### config.mk
export PLATFORM = sky130hd
export DESIGN_NAME = rsa_operand_sequencer
export DESIGN_NICKNAME = d
export VERILOG_FILES = /design/src/rtl/rsa_pkg.sv /design/src/rtl/rsa_result_serializer.sv /design/src/rtl/rsa_operand_sequencer.sv
export SDC_FILE = /design/constraint.sdc
export NUM_CORES = 1
export LEC_CHECK = 0
export CORE_MARGIN = 2
export CORE_UTILIZATION = 30
export CTS_CLUSTER_SIZE = 28
export DETAILED_ROUTE_END_ITERATION = 6
export GPL_TIMING_DRIVEN = 0
export HOLD_SLACK_MARGIN = 0.03
export SYNTH_ARGS = -nofsm -noshare
export SYNTH_HDL_FRONTEND = slang
export SYNTH_HIERARCHICAL = 1
export SYNTH_SLANG_ARGS = --single-unit
export TNS_END_PERCENT = 1
### constraint.sdc
create_clock -name clk -period 2.3 [get_ports clk]
set_input_delay 0.46 -clock clk [delete_from_list [all_inputs] [get_ports clk]]
set_output_delay 0.46 -clock clk [all_outputs]
set_load 0.01 [all_outputs]
### src/rtl/rsa_pkg.sv
// Shared types and constants for the RSA operand sequencer slice.
package rsa_pkg;

  typedef enum logic [2:0] {
    IDLE,
    LOAD,
    START,
    WAIT,
    UNLOAD
  } state_t;

  localparam logic [1:0] OPER_C = 2'd0;
  localparam logic [1:0] OPER_D = 2'd1;
  localparam logic [1:0] OPER_N = 2'd2;

  localparam int unsigned BYTES = 512 / 8;

endpackage

### src/rtl/rsa_result_serializer.sv
// Captures the modexp result and streams it out MSB byte first over a valid/ready handshake.
module rsa_result_serializer #(
  parameter int unsigned DATA_W = 8,
  parameter int unsigned OPER_W = 512
) (
  input  logic              clk,
  input  logic              rst_n,
  input  logic              abort,
  input  logic              load,
  input  logic [OPER_W-1:0] core_result,
  input  logic              active,
  input  logic              out_ready,
  output logic              out_valid,
  output logic [DATA_W-1:0] out_data,
  output logic              done
);

  localparam int unsigned NBYTES = OPER_W / DATA_W;
  localparam int unsigned CNT_W  = $clog2(NBYTES);
  localparam logic [CNT_W-1:0] LAST = CNT_W'(NBYTES - 1);

  logic [OPER_W-1:0] res_q;
  logic [CNT_W-1:0]  cnt;
  logic              hs;

  // Valid is masked during abort so downstream never sees a transfer that cycle.
  assign out_valid = active & ~abort;
  assign hs        = out_valid & out_ready;
  assign out_data  = res_q[OPER_W-1 -: DATA_W];
  assign done      = hs & (cnt == LAST);

  always_ff @(posedge clk or negedge rst_n) begin
    if (!rst_n) begin
      res_q <= '0;
    end else if (load) begin
      res_q <= core_result;
    end else if (hs) begin
      res_q <= res_q << DATA_W;
    end
  end

  always_ff @(posedge clk or negedge rst_n) begin
    if (!rst_n) begin
      cnt <= '0;
    end else if (abort) begin
      cnt <= '0;
    end else if (hs) begin
      cnt <= (cnt == LAST) ? '0 : cnt + 1'b1;
    end
  end

endmodule

### src/rtl/rsa_operand_sequencer.sv
// Steers a byte stream into the C/D/N shifters, starts the modexp core and serialises its result.
// Optional WAIT timeout enabled by defining RSA_SEQ_TIMEOUT_EN.
module rsa_operand_sequencer
  import rsa_pkg::*;
#(
  parameter int unsigned DATA_W         = 8,
  parameter int unsigned OPER_W         = 512,
  parameter int unsigned TIMEOUT_CYCLES = 2**20
) (
  input  logic              clk,
  input  logic              rst_n,
  input  logic              abort,
  input  logic              in_valid,
  output logic              in_ready,
  input  logic [DATA_W-1:0] in_data,
  output logic [2:0]        shift_en,
  output logic [DATA_W-1:0] shift_data,
  output logic              core_start,
  input  logic              core_done,
  input  logic [OPER_W-1:0] core_result,
  output logic              out_valid,
  input  logic              out_ready,
  output logic [DATA_W-1:0] out_data,
  output logic              busy,
  output logic              err
);

  localparam int unsigned NBYTES = OPER_W / DATA_W;
  localparam int unsigned CNT_W  = $clog2(NBYTES);
  localparam logic [CNT_W-1:0] LAST = CNT_W'(NBYTES - 1);

  state_t           state, state_nx;
  logic [1:0]       oper_idx;
  logic [CNT_W-1:0] byte_cnt;
  logic             in_ready_q;
  logic             core_start_q;
  logic             accept;
  logic             ser_load;
  logic             ser_done;
  logic             timeout;

  assign accept     = in_valid & in_ready_q & ~abort;
  assign shift_en   = accept ? (3'b001 << oper_idx) : 3'b000;
  assign shift_data = in_data;
  assign in_ready   = in_ready_q;
  assign core_start = core_start_q;
  assign busy       = (state != IDLE);
  assign ser_load   = (state == WAIT) & core_done & ~abort;

  always_comb begin
    state_nx = state;
    unique case (state)
      IDLE:    if (accept) state_nx = LOAD;
      LOAD:    if (accept && byte_cnt == LAST && oper_idx == OPER_N) state_nx = START;
      START:   state_nx = WAIT;
      WAIT: begin
        if (core_done)    state_nx = UNLOAD;
        else if (timeout) state_nx = IDLE;
      end
      UNLOAD:  if (ser_done) state_nx = IDLE;
      default: state_nx = IDLE;
    endcase
    if (abort) state_nx = IDLE;
  end

  always_ff @(posedge clk or negedge rst_n) begin
    if (!rst_n) begin
      state        <= IDLE;
      in_ready_q   <= 1'b0;
      core_start_q <= 1'b0;
    end else begin
      state        <= state_nx;
      in_ready_q   <= (state_nx == IDLE) || (state_nx == LOAD);
      core_start_q <= (state == START) & ~abort;
    end
  end

  always_ff @(posedge clk or negedge rst_n) begin
    if (!rst_n) begin
      oper_idx <= OPER_C;
      byte_cnt <= '0;
    end else if (abort || (state != IDLE && state_nx == IDLE)) begin
      oper_idx <= OPER_C;
      byte_cnt <= '0;
    end else if (accept) begin
      if (byte_cnt == LAST) begin
        byte_cnt <= '0;
        oper_idx <= (oper_idx == OPER_N) ? OPER_C : oper_idx + 2'd1;
      end else begin
        byte_cnt <= byte_cnt + 1'b1;
      end
    end
  end

`ifdef RSA_SEQ_TIMEOUT_EN
  localparam int unsigned TW = $clog2(TIMEOUT_CYCLES + 1);

  logic [TW-1:0] wait_cnt;
  logic          err_q;

  assign timeout = (state == WAIT) & ~core_done & (wait_cnt == TW'(TIMEOUT_CYCLES - 1));
  assign err     = err_q;

  always_ff @(posedge clk or negedge rst_n) begin
    if (!rst_n) begin
      wait_cnt <= '0;
      err_q    <= 1'b0;
    end else begin
      wait_cnt <= (state == WAIT && !abort) ? wait_cnt + 1'b1 : '0;
      err_q    <= timeout & ~abort;
    end
  end
`else
  assign timeout = 1'b0;
  assign err     = 1'b0;
`endif

  rsa_result_serializer #(
    .DATA_W (DATA_W),
    .OPER_W (OPER_W)
  ) u_ser (
    .clk         (clk),
    .rst_n       (rst_n),
    .abort       (abort),
    .load        (ser_load),
    .core_result (core_result),
    .active      (state == UNLOAD),
    .out_ready   (out_ready),
    .out_valid   (out_valid),
    .out_data    (out_data),
    .done        (ser_done)
  );

endmodule

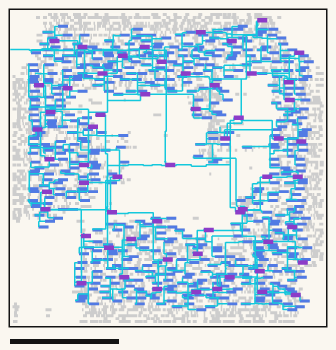
Fig. 1. Clock wires, drivers and flops.
The bar under the picture is 100 um long.
[clock drivers] purple | count: 58
[flip-flops] blue | count: 531
[clock wires] cyan | length: 7600 um
flops lie: widely spread

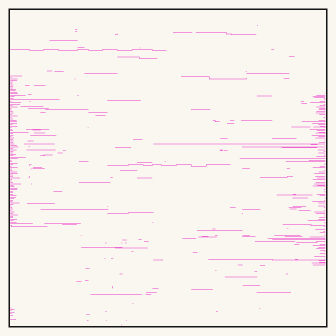
Fig. 2. Metal 3.
wire length on this layer: 3700 um
share of all routed wire: 4.7%
main direction: horizontal
longest straight run: 158 um

==> flow_metrics.py <==
# Physical implementation metrics
metrics = {
    "synth": {
        "synth.largest_area_cell": "dfrtp_1",
        "edf_count": 0,
        "ys_warn_count": 6,
        "top_area_share_pct": 53.8,
        "yosys-top-cells-count": "nand2_1, dfrtp_1, mux2i_1",
        "adder_share_pct": 0.101,
        "netlist_logic_family_top": "multiplexers",
        "syn_area_um2": 24700,
        "ys.flop_type": "dfrtp_1",
        "yosys_area_um2": 24700,
    },
    "cells_and_area": {
        "num-multi-input-gates": 1625,
        "final_common_cell": "nand2_1",
        "diodes": 5,
        "dominant_cells": "sequential cells",
        "regMostFlops": "u_ser/res_q",
    },
    "run_status": {
        "status": "finished clean",
    },
    "global_route": {
        "grt_pass1_wl_um": 120000,
        "grt_max_degree": 111,
        "met1_usage_pct": 24.1,
    },
    "die": {
        "die_h_um": 291,
        "rows": 105,
    },
    "worst_setup_path": {
        "r2r_cells": 7,
        "reg2reg_slack_ps": 120,
        "cp_max_fo": 10,
        "crit_buf_inv": 3,
        "crit_arrival_ps": 2650,
    },
    "drt": {
        "drc": 0,
    },
    "placement": {
        "place_ws_ps": -1490,
        "dp.cells": 3967,
    },
    "clock_network": {
        "cts_buffer_depth": 3,
        "cts_setup_buffers": 2,
    },
    "final_timing": {
        "whs_ps": 389,
    },
    "pwr": {
        "clk-power_mw": 9.79,
    },
}
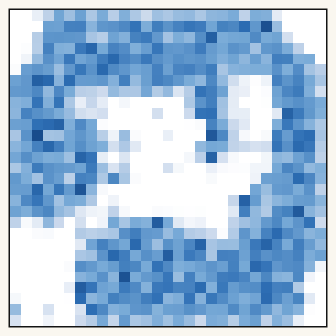
Fig. 3. Placement density heat map.
29 x 29 tiles, from white (low) to dark blue (high), 0 to 100% covered.
mean over tiles: 38%
densest ninth of the die: south
nearly empty tiles: 21%
emptiest ninth of the die: center
tiles over 75% full: 4.5%
fullest tile: 89%

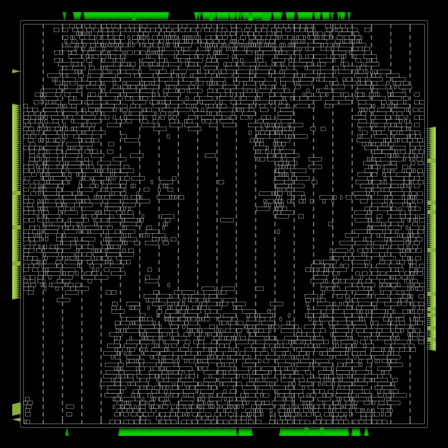
Fig. 4. Placed standard cells.
Fill cells: 7952
non-filler cells, final: 4082

No activity file was given, so power comes from the tool's default toggle rates.
